--- src/rtl/microwave_pwr.sv ---
// Microwave oven controller: keypad time/power entry, BCD countdown,
// duty-cycled magnetron enable over a fixed window, and a completion beep.
//
// Input handshake: every control input (keypad digit, key_pwr, start, stop)
// is a single-cycle pulse sampled on the rising clock edge; there is no
// back-pressure, so a pulse not acted upon in its cycle is simply dropped.
// door_closed is a level. When several inputs arrive in one cycle the
// precedence is stop > door open > start > key_pwr > digit.
module microwave_pwr #(
  parameter int TICK_DIV    = 50_000_000,
  parameter int PWR_WINDOW  = 10,
  parameter int DONE_BEEP_S = 3
) (
  input  logic       clk,
  input  logic       reset,
  input  logic [9:0] keypad,
  input  logic       key_pwr,
  input  logic       start,
  input  logic       stop,
  input  logic       door_closed,
  output logic       mag,
  output logic [2:0] state,
  output logic [3:0] mins,
  output logic [3:0] sec_tens,
  output logic [3:0] sec_ones,
  output logic [3:0] power,
  output logic       beep
);

  localparam logic [2:0] ST_IDLE    = 3'd0;
  localparam logic [2:0] ST_PWR_SEL = 3'd1;
  localparam logic [2:0] ST_COOK    = 3'd2;
  localparam logic [2:0] ST_PAUSE   = 3'd3;
  localparam logic [2:0] ST_DONE    = 3'd4;

  localparam int TW = $clog2(TICK_DIV);
  localparam int WW = (PWR_WINDOW > 1) ? $clog2(PWR_WINDOW) : 1;
  localparam int BW = (DONE_BEEP_S > 1) ? $clog2(DONE_BEEP_S) : 1;

  // Internal counters: cycles within the current second, position in the
  // magnetron duty window, and seconds spent beeping in DONE.
  logic [TW-1:0] tick_cnt;
  logic [WW-1:0] win_cnt;
  logic [BW-1:0] beep_cnt;

  // Next-state values
  logic [2:0]    state_n;
  logic [3:0]    mins_n;
  logic [3:0]    tens_n;
  logic [3:0]    ones_n;
  logic [3:0]    power_n;
  logic [TW-1:0] tick_n;
  logic [WW-1:0] win_n;
  logic [BW-1:0] beep_cnt_n;
  logic          mag_n;
  logic          beep_n;

  // Keypad decode and helpers
  logic       digit_valid;
  logic [3:0] digit;
  logic       tick_hit;
  logic       win_last;
  logic       time_zero;

  // BCD decrement of the displayed time
  logic [3:0] dec_mins;
  logic [3:0] dec_tens;
  logic [3:0] dec_ones;
  logic       borrow_ones;
  logic       borrow_tens;
  logic       dec_zero;

  // Duty-cycle comparison operands, widened so no product overflows
  logic [31:0] duty_lhs;
  logic [31:0] duty_rhs;

  // Decode a single pressed digit; zero or multiple bits count as no press.
  always_comb begin
    digit       = 4'd0;
    digit_valid = $onehot(keypad);
    for (int i = 0; i < 10; i++) begin
      if (keypad[i]) digit = 4'(i);
    end
  end

  // Counter terminal conditions and the all-zero time detector.
  always_comb begin
    tick_hit  = (tick_cnt == TW'(TICK_DIV - 1));
    win_last  = (win_cnt == WW'(PWR_WINDOW - 1));
    time_zero = (mins == 4'd0) && (sec_tens == 4'd0) && (sec_ones == 4'd0);
  end

  // One-second BCD countdown; seconds tens borrow from 5 so entered values
  // above 59 (e.g. 0:95) still count down digit by digit.
  always_comb begin
    borrow_ones = (sec_ones == 4'd0);
    borrow_tens = borrow_ones && (sec_tens == 4'd0);
    dec_ones    = borrow_ones ? 4'd9 : (sec_ones - 4'd1);
    if (borrow_ones) dec_tens = (sec_tens == 4'd0) ? 4'd5 : (sec_tens - 4'd1);
    else             dec_tens = sec_tens;
    dec_mins    = borrow_tens ? (mins - 4'd1) : mins;
    dec_zero    = (dec_mins == 4'd0) && (dec_tens == 4'd0) && (dec_ones == 4'd0);
  end

  // Main controller: next state, time, power and counter values.
  always_comb begin
    state_n    = state;
    mins_n     = mins;
    tens_n     = sec_tens;
    ones_n     = sec_ones;
    power_n    = power;
    tick_n     = tick_cnt;
    win_n      = win_cnt;
    beep_cnt_n = beep_cnt;

    case (state)
      ST_IDLE: begin
        if (stop) begin
          mins_n  = 4'd0;
          tens_n  = 4'd0;
          ones_n  = 4'd0;
          power_n = 4'd10;
        end else if (start && door_closed) begin
          // Quick start: an empty timer cooks for 30 seconds.
          if (time_zero) begin
            mins_n = 4'd0;
            tens_n = 4'd3;
            ones_n = 4'd0;
          end
          state_n = ST_COOK;
          tick_n  = '0;
          win_n   = '0;
        end else if (key_pwr) begin
          state_n = ST_PWR_SEL;
        end else if (digit_valid) begin
          mins_n = sec_tens;
          tens_n = sec_ones;
          ones_n = digit;
        end
      end

      ST_PWR_SEL: begin
        if (stop) begin
          state_n = ST_IDLE;
        end else if (digit_valid) begin
          power_n = (digit == 4'd0) ? 4'd10 : digit;
          state_n = ST_IDLE;
        end
      end

      ST_COOK: begin
        if (stop || !door_closed) begin
          state_n = ST_PAUSE;
        end else if (tick_hit) begin
          tick_n = '0;
          mins_n = dec_mins;
          tens_n = dec_tens;
          ones_n = dec_ones;
          win_n  = win_last ? '0 : (win_cnt + WW'(1));
          if (dec_zero) begin
            state_n    = ST_DONE;
            beep_cnt_n = '0;
          end
        end else begin
          tick_n = tick_cnt + TW'(1);
        end
      end

      ST_PAUSE: begin
        if (stop) begin
          state_n = ST_IDLE;
          mins_n  = 4'd0;
          tens_n  = 4'd0;
          ones_n  = 4'd0;
          power_n = 4'd10;
        end else if (start && door_closed) begin
          // Resume keeps the held tick and window phase.
          state_n = ST_COOK;
        end
      end

      ST_DONE: begin
        if (stop || !door_closed || digit_valid) begin
          state_n = ST_IDLE;
        end else if (tick_hit) begin
          tick_n = '0;
          if (beep_cnt == BW'(DONE_BEEP_S - 1)) state_n = ST_IDLE;
          else                                  beep_cnt_n = beep_cnt + BW'(1);
        end else begin
          tick_n = tick_cnt + TW'(1);
        end
      end

      default: begin
        state_n = ST_IDLE;
      end
    endcase
  end

  // Output enables derived from the upcoming state so they register together
  // with it: mag follows the duty window, beep marks the DONE state.
  always_comb begin
    duty_lhs = 32'(win_n) * 32'd10;
    duty_rhs = 32'(power_n) * 32'(PWR_WINDOW);
    mag_n    = (state_n == ST_COOK) && (duty_lhs < duty_rhs);
    beep_n   = (state_n == ST_DONE);
  end

  // State and output registers with synchronous reset.
  always_ff @(posedge clk) begin
    if (reset) begin
      state    <= ST_IDLE;
      mins     <= 4'd0;
      sec_tens <= 4'd0;
      sec_ones <= 4'd0;
      power    <= 4'd10;
      mag      <= 1'b0;
      beep     <= 1'b0;
      tick_cnt <= '0;
      win_cnt  <= '0;
      beep_cnt <= '0;
    end else begin
      state    <= state_n;
      mins     <= mins_n;
      sec_tens <= tens_n;
      sec_ones <= ones_n;
      power    <= power_n;
      mag      <= mag_n;
      beep     <= beep_n;
      tick_cnt <= tick_n;
      win_cnt  <= win_n;
      beep_cnt <= beep_cnt_n;
    end
  end

endmodule

--- config.mk ---
export PLATFORM = sky130hd
export DESIGN_NAME = microwave_pwr
export DESIGN_NICKNAME = d
export VERILOG_FILES = /design/src/rtl/microwave_pwr.sv
export SDC_FILE = /design/constraint.sdc
export NUM_CORES = 1
export LEC_CHECK = 0
export ABC_AREA = 1
export CAP_MARGIN = 20
export CORE_MARGIN = 5
export CORE_UTILIZATION = 30
export DETAILED_ROUTE_END_ITERATION = 10
export PLACE_DENSITY = 0.45
export SETUP_SLACK_MARGIN = 0.05
export SLEW_MARGIN = 20
export SYNTH_ARGS = -nofsm -noshare
export SYNTH_HDL_FRONTEND = slang
export SYNTH_SLANG_ARGS = --single-unit
--- constraint.sdc ---
create_clock -name clk -period 6.7 [get_ports clk]
set_input_delay 1.005 -clock clk [delete_from_list [all_inputs] [get_ports clk]]
set_output_delay 1.005 -clock clk [all_outputs]
set_load 0.01 [all_outputs]
==> results.txt <==
Figures from the implementation reports.

- The post-detailed-route wirelength per cell is 13.3 um.
- The count of warnings emitted by yosys reads 0.
- The run finished with clean final reports.
- The slew at the pin closest to its max-slew limit reads 871 ps.
- The main area contributors are sky130_fd_sc_hd__dfxtp_1 (25%), sky130_fd_sc_hd__nand2_1 (14%), sky130_fd_sc_hd__inv_1 (8.0%).
- The final critical path time including I/O delays and setup is 6260 ps.
- The detailed-routing wirelength on met1 reads 5.71 mm.
- The synthesized area per cell is 6.56 um^2.
- The post-detailed-placement cell area is 4730 um^2.
- The layout summary lists the proportion of cells stronger than drive strength 1 as 9.31%.
- The share of flip-flops with an asynchronous set or reset after synthesis reads 0%.
- The post-DP HPWL reads 8.75 mm.
- The final total power is 1390 uW.
- The biggest area contributor in the post-synthesis netlist is sky130_fd_sc_hd__dfxtp_1.
- After synthesis, the design contains 645 cells according to Yosys.
- The clock slew at the register clock pins of the worst setup and hold paths reads 70 ps.
- Once the clock tree was built, the setup fixing pass inserted 0 buffers.
- In this run the worst hold path is classified as reg -> reg.
- The kind of critical path is in -> reg.
- The synthesized netlist net count reads 693.
- The total global routing overflow reads 0.
- The quantity of gates resized following cts reads 0.
- Per the run summary, max-cap violations total 0.
- The quantity of I/O buffers inserted on ports is 36.
- The area of the core region is 13900 um^2.
- The post-synth tally of flip-flops with integrated enable is 0.
## cell type report
class	count	share of cell area, %
Multi-Input combinational cell	480	55.2
Tap cell	180	4.59
Clock buffer	7	2.91
Inverter	99	7.57
Sequential cell	53	21.6
Clock inverter	1	0.612
Timing Repair Buffer	37	7.50
## routing by layer
metal | up-vias | GRT usage (%)
li1 | 2151 | -
met1 | 1834 | 20.1
met2 | 77 | 22.7
met3 | 11 | 1.45
met4 | 0 | 4.45
met5 | - | 0
## flip-flops by register name, summed over array words and instances (netlist names)
signal	flops
mag	1
beep	1
win_cnt	4
state	3
beep_cnt	2
tick_cnt	26
sec_tens	4
mins	4
sec_ones	4
power	4
## report_power, final
group | internal [uW] | switching, uW
registers | 352 | 40.9
clock network | 187 | 127
logic | 245 | 440
total | 784 | 608
## cell families after synthesis
group,after synthesis,synth area share [%]
adder cells (fa/ha/maj),32,10.9
buffers and inverters,112,10.9
AND-OR/OR-AND,98,13.9
AND/OR/NAND/NOR,337,36.5
XOR/XNOR,13,2.69
flip-flops,53,25.1
## worst max-delay path: cells and delay by family
kind	cells	cell delay, ps
fa+ha+maj	9	3350
simple gates	6	750
compound gates	4	560
buf+inv	6	820
## stage by stage
| step | instances | util [%] | hold WS (ps) |
|---|---|---|---|
| after floorplan | 645 | - | 446 |
| after global placement | 849 | 34.1 | 470 |
| after detailed placement | 849 | 34.1 | 486 |
| after CTS | 857 | 35.3 | 499 |
| after global routing | 857 | 35.3 | 511 |
| final | 857 | 35.3 | 491 |
## final timing paths
| path | from | endpoint | cells past startpoint |
|---|---|---|---|
| setup / recovery | keypad[9] | mag$_SDFF_PP0_ | 25 |
| hold / removal | tick_cnt[12]$_SDFFE_PP0P_ | tick_cnt[12]$_SDFFE_PP0P_ | 2 |
| setup reg to reg | tick_cnt[0]$_SDFFE_PP0P_ | mag$_SDFF_PP0_ | 23 |
| hold reg to reg | tick_cnt[12]$_SDFFE_PP0P_ | tick_cnt[12]$_SDFFE_PP0P_ | 2 |
## cell usage in the layout, fill, tap and decap left out, types with 9 or more instances in the layout
master                            instances
sky130_fd_sc_hd__a21oi_1                 33
sky130_fd_sc_hd__clkdlybuf4s50_1         36
sky130_fd_sc_hd__dfxtp_1                 53
sky130_fd_sc_hd__ha_1                    24
sky130_fd_sc_hd__inv_1                   90
sky130_fd_sc_hd__nand2_1                156
sky130_fd_sc_hd__nand2_2                  9
sky130_fd_sc_hd__nand3_1                 43
sky130_fd_sc_hd__nand4_1                 14
sky130_fd_sc_hd__nor2_1                  75
sky130_fd_sc_hd__nor3_1                  10
sky130_fd_sc_hd__o21ai_0                 26
sky130_fd_sc_hd__o22ai_1                  9
Signal metal coverage by tile:
The die is cut into 26 by 26 equal tiles; black is low, pale yellow is high, scaled to the fullest tile. Values are wire area over tile area, all layers added.
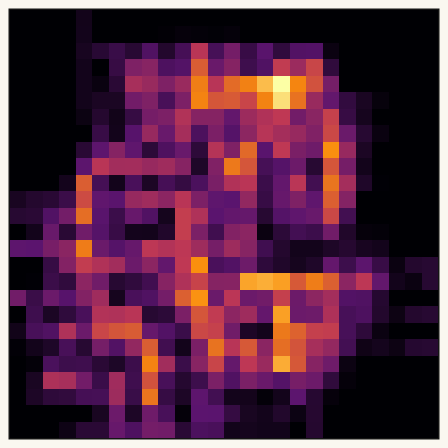
nearly empty tiles	31%
emptiest ninth of the die	upper left
mean over tiles	0.11

Wires at chosen ports, followed through buffers:
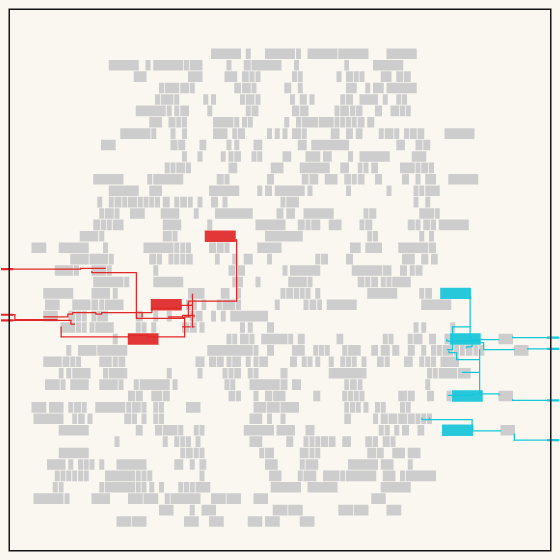
port	colour	bits	direction	edge	end cells	buffers	wire
state	red	3	output	left	3	3	211 um
mins	cyan	4	output	right	4	4	142 um

Power is estimated from default activity; no workload was simulated.
